Run 1, the metal 1 layer:
Scale bar: 50 um. Supply wires on this layer in grey.
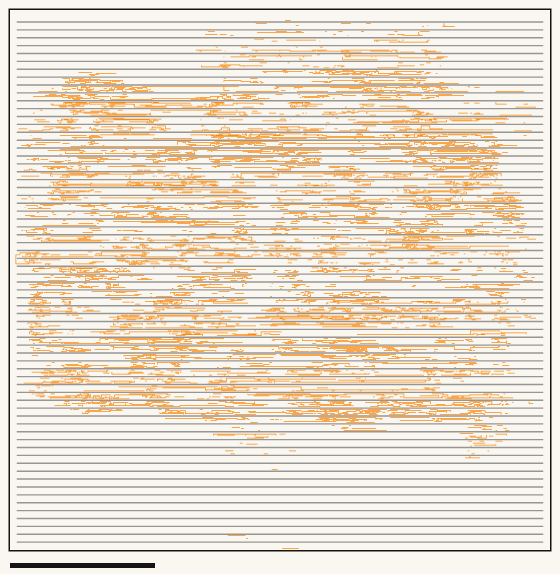
Run 1, metal 2:
Scale bar: 50 um.
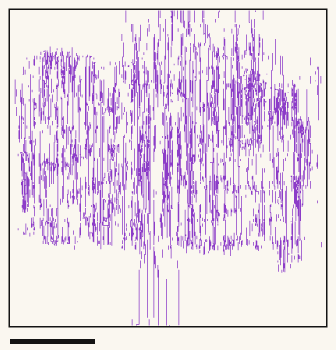
Run 1, met3 routing:
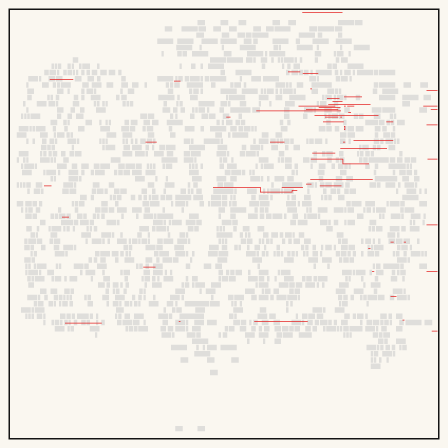
Run 1, M4 wires:
Scale bar: 50 um. Supply wires on this layer in grey.
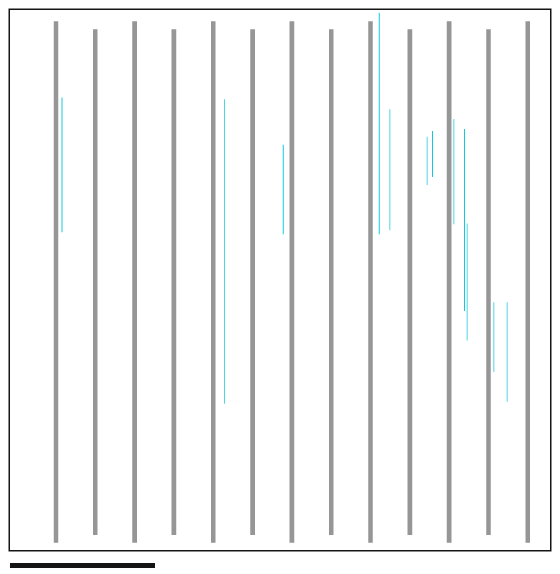
Design video_timing_gen_flat, sky130hd; sources not shown.
==> run_results.csv, run 1 <==
group,metric,value,unit
status,status,"finished, final reports clean",
global_routing,grt_pass1_wl,44600,um
detailed_routing,remaining_drc_errors,0,
cells_and_area,area_delta_synth_final,4.06,%
global_routing,grt_usage,15.5,%
cells_and_area,design_area,0.0111,mm2
worst_setup_path,worstPathMaxFanout,13,
die,core_area,0.0326,mm2
die,die_h,186,um
global_routing,grt_pass1_vias,8736,
detailed_routing,wl_per_cell,14.7,um
placement,post-dp-hpwl,22500,um
detailed_routing,first_iter_violations,416,
sta,max_freq,130,MHz
synthesis,syn_inst,1387,
sta,relSlewSlack,47.6,%
worst_setup_path,cp_top_family,"simple AND/OR/NAND/NOR gates",
worst_setup_path,arrival,7.67,ns
placement,placedInstanceArea,0.0109,mm2
sta,setup_viol,0,
synthesis,yosysWarningCount,6,
worst_setup_path,critPathSlowestCell,"nor4_1",
synthesis,netlist_area,0.0106,mm2
worst_setup_path,slowest_delay,0.57,ns
synthesis,post_synth.cell_area_avg,7.67,um2
worst_hold_path,min_path_cells,1,
sta,rsz0062_at_grt,"no",
sta,fin_crit,7.68,ns
die,die-area,0.0347,mm2
placement,io_buffers,33,
-- 'the metal 1 layer' (at the start) --
wire length on this layer: 12600 um
share of all routed wire: 47%
nets with wire on the layer: 1522
longest straight run: 47.4 um
main direction: horizontal
grt met1 use: 19.4%
routed via count: 8846
Post-Route WL: 26700 um

-- 'metal 2' (at the start) --
nets with wire on the layer: 1274
share of all routed wire: 49%
wire length on this layer: 13100 um
met2 Use GR: 28.9%

-- 'met3 routing' (at the start) --
main direction: horizontal
longest straight run: 36.6 um
wire length on this layer: 463 um
met3 global-route usage: 0.846%

-- 'M4 wires' (at the start) --
share of all routed wire: 2.0%
longest straight run: 105 um

run 1: worst reg2reg max path, delay by kind of cell, from the launching register on:
kind                       cells  cell delay, ns
AOI/OAI and AO/OA             10            1.99
xor gates and xnor gates       1            0.14
adders and majority gates      5            1.87
buffers and inverters          3            0.55
DFF                            1            0.49
muxes                          1            0.23
and+or+nand+nor                9            2.09
run 1: cell type report:
| cell class | instances | share of cell area [%] |
|---|---|---|
| multi-input cells | 1095 | 73.9 |
| flip-flops and latches | 55 | 10.1 |
| inverters | 189 | 6.41 |
| repair buffers | 35 | 3.12 |
| clock buffers | 5 | 1.13 |
| clock inverters | 3 | 0.305 |
| well taps | 442 | 4.99 |
run 1: layer usage:
layer,routed length (um),vias to the layer above,track usage (%)
li1,-,4640,-
met5,0,-,0
met2,13100,86,28.9
met3,463,26,0.846
met1,12600,4094,19.4
met4,527,0,3.91
run 1: power breakdown:
| group | switching [uW] | total [uW] | internal (uW) |
|---|---|---|---|
| Clock | 113 | 227 | 113 |
| Sequential | 5.70 | 269 | 263 |
| Combinational | 1850 | 3150 | 1300 |
| Total | 1970 | 3640 | 1670 |
run 1: layout by cell type, fill, tap and decap left out, drive strengths merged, types with 5 or more instances in the layout:
cell	n
ha	201
xnor2	66
o211ai	8
nand4	14
clkbuf	5
nor3	24
clkdlybuf4s50	33
o21bai	12
or2	12
inv	190
o21a	14
a211o	6
nor4b	5
o2111ai	10
nor4	14
nand2b	21
nor2b	28
o21ai	47
dfxtp	53
a31oi	6
a311oi	5
a21o	50
nor3b	5
nor2	86
and3	20
a2111oi	14
nand3b	6
xor2	45
a211oi	12
a21oi	90
and2	8
nand3	33
nand2	59
or3	8
mux2i	7
fa	6
conb	87
==> run 2: changes to the inputs <==
--- a/config.mk
+++ b/config.mk
@@ -5,11 +5,13 @@
 export SDC_FILE = /design/constraint.sdc
 export NUM_CORES = 1
 export LEC_CHECK = 0
-export CAP_MARGIN = 0
+export CAP_MARGIN = 15
 export CORE_MARGIN = 2
 export CORE_UTILIZATION = 32
 export DETAILED_ROUTE_END_ITERATION = 7
+export GPL_ROUTABILITY_DRIVEN = 0
 export PLACE_DENSITY = 0.49
+export SKIP_LAST_GASP = 1
 export SLEW_MARGIN = 40
 export SYNTH_ARGS = -nofsm -noshare
 export SYNTH_HDL_FRONTEND = slang
==> run 2 against run 1 <==
  * Cell count stayed put
  * Worst hold slack worse by 0.0079 ns
  * Clock-buffer cell count stayed put
  * Register-to-register slack better by 0.32 ns
  * Global-route usage is 0.10 points lower
  * Sequential share of layout area hardly changed
  * Clock skew is 0.0032 ns lower
  * Largest cell class unchanged
==> run_results.csv, run 2 <==
group,metric,value,unit
worst_setup_path,arrival,7.36,ns
placement,io_buffers,33,
detailed_routing,first_iter_violations,425,
worst_setup_path,crit_type,"reg2reg",
die,die-area,0.0347,mm2
cells_and_area,final_cells,1824,
cells_and_area,design_area,0.0111,mm2
worst_hold_path,hold_class,"reg2reg",
placement,placedInstanceArea,0.0109,mm2
global_routing,grt_pass1_wl,44000,um
sta,max_freq,136,MHz
placement,post-dp-hpwl,22300,um
worst_setup_path,cp_common_cell,"ha_1",
sta,fin_worst_skew,0.00821,ns
sta,fin_setup_tns,0,ns
synthesis,netlist_area,0.0106,mm2
die,fp_util,32.6,%
global_routing,grt_pass1_vias,8563,
die,core_area,0.0326,mm2
power,power_density,328,mW/mm2
synthesis,syn_inst,1387,
worst_setup_path,slowest_delay,0.59,ns
run,maxCapViolations,0,
sta,setup_viol,0,
worst_setup_path,critPathSlowestCell,"a2111oi_0",
sta,worst_pin_slew,0.727,ns
detailed_routing,wl_per_cell,14.6,um
cts,clock_path_buffers,2,
cells_and_area,area_delta_synth_final,4.10,%
worst_setup_path,r2r_slack,1.19,ns
die,die_h,186,um
cells_and_area,lay_top_cells,"ha_1 (201), inv_1 (189), conb_1 (87)",
synthesis,yosysWarningCount,6,
status,status,"finished, final reports clean",
power,p_leak,0.00540,uW
cts,post_cts_buffers,0,
cts,hold_buffers,0,
cts,cts.sinks,55,
sta,rsz0062_at_grt,"no",
detailed_routing,remaining_drc_errors,0,
global_routing,grt_usage,15.4,%
sta,relSlewSlack,50.3,%
synthesis,post_synth.cell_area_avg,7.67,um2
global_routing,grt.overflow.total,0,
placement,dpl.cell_count,1816,
worst_hold_path,min_path_cells,1,
sta,fin_crit,7.36,ns
cells_and_area,mostFrequentLayoutCell,"ha_1",
worst_setup_path,worstPathMaxFanout,13,
global_routing,antenna_found_initial,0,
[run 2: cell count changes in the layout (fill, tap and decap cells not counted)]
cell / before / now
a2111oi_1: 1 / 0
a2111oi_2: 1 / 2
[run 2: metrics by stage]
step                      power (uW)  hold WS [ns]  setup WS [ns]  utilization (%)
after floorplan                 2780         0.465           2.09                -
after global placement          3280         0.507           1.27             33.5
after detailed placement        3270         0.514           1.21             33.5
after CTS                       3520         0.534           1.20             34.0
after global routing            4050         0.564          0.549             34.0
final                           3630         0.529           1.19             34.0
[run 2: area by class of cell]
type / count / area [um2]
well taps: 442 / 553
fillers: 3522 / 21500
repair buffers: 35 / 345
flip-flops and latches: 55 / 1120
inverters: 189 / 709
clock buffers: 5 / 125
multi-input cells: 1095 / 8190
clock inverters: 3 / 33.8
[run 2: routing by layer]
layer / vias to the layer above / wire (um) / global-route usage [%]
met5: - / 0 / 0
met4: 0 / 601 / 3.66
met3: 35 / 680 / 1.45
met2: 111 / 13100 / 28.5
met1: 4065 / 12200 / 19.2
li1: 4636 / - / -
[run 2: critical path, delay by kind of cell (launching register included)]
family                     cells  cell delay (ns)
DFF                            1             0.49
and+or+nand+nor                9             1.64
buffers and inverters          4             0.50
AOI/OAI and AO/OA              8             2.54
adders and majority gates      5             1.52
xor gates and xnor gates       2             0.32
[run 2: where the power goes]
group	internal [uW]	switching, uW	leakage, uW
Clock	113	111	0.0000772
Combinational	1300	1840	0.00487
Sequential	263	5.64	0.000450
Total	1670	1960	0.00540
Run 2, M4 wires:
Scale bar: 50 um. Supply wires on this layer in grey.
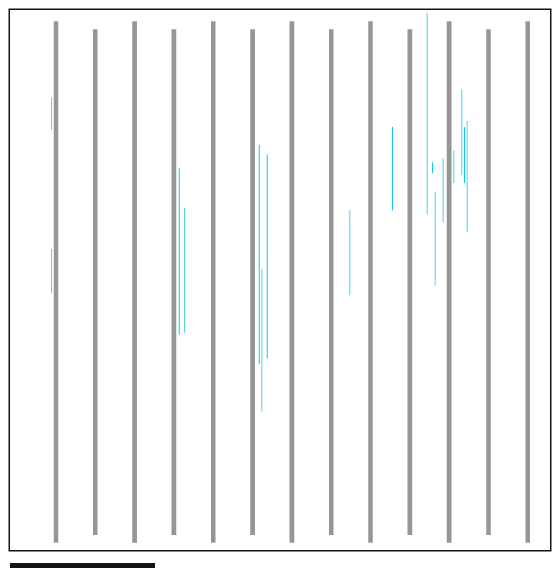
main direction: vertical
nets with wire on the layer: 17
wire length on this layer: 602 um
longest straight run: 75.5 um
Post-Route WL: 26600 um
routed via count: 8847

Run 2, the metal 1 layer:
Scale bar: 50 um. Supply wires on this layer in grey.
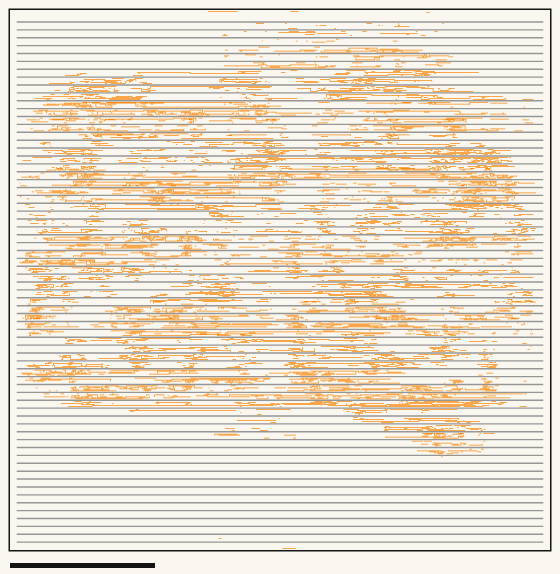
nets with wire on the layer: 1522
wire length on this layer: 12200 um
grt met1 use: 19.2%

Power is estimated from default activity; no workload was simulated.
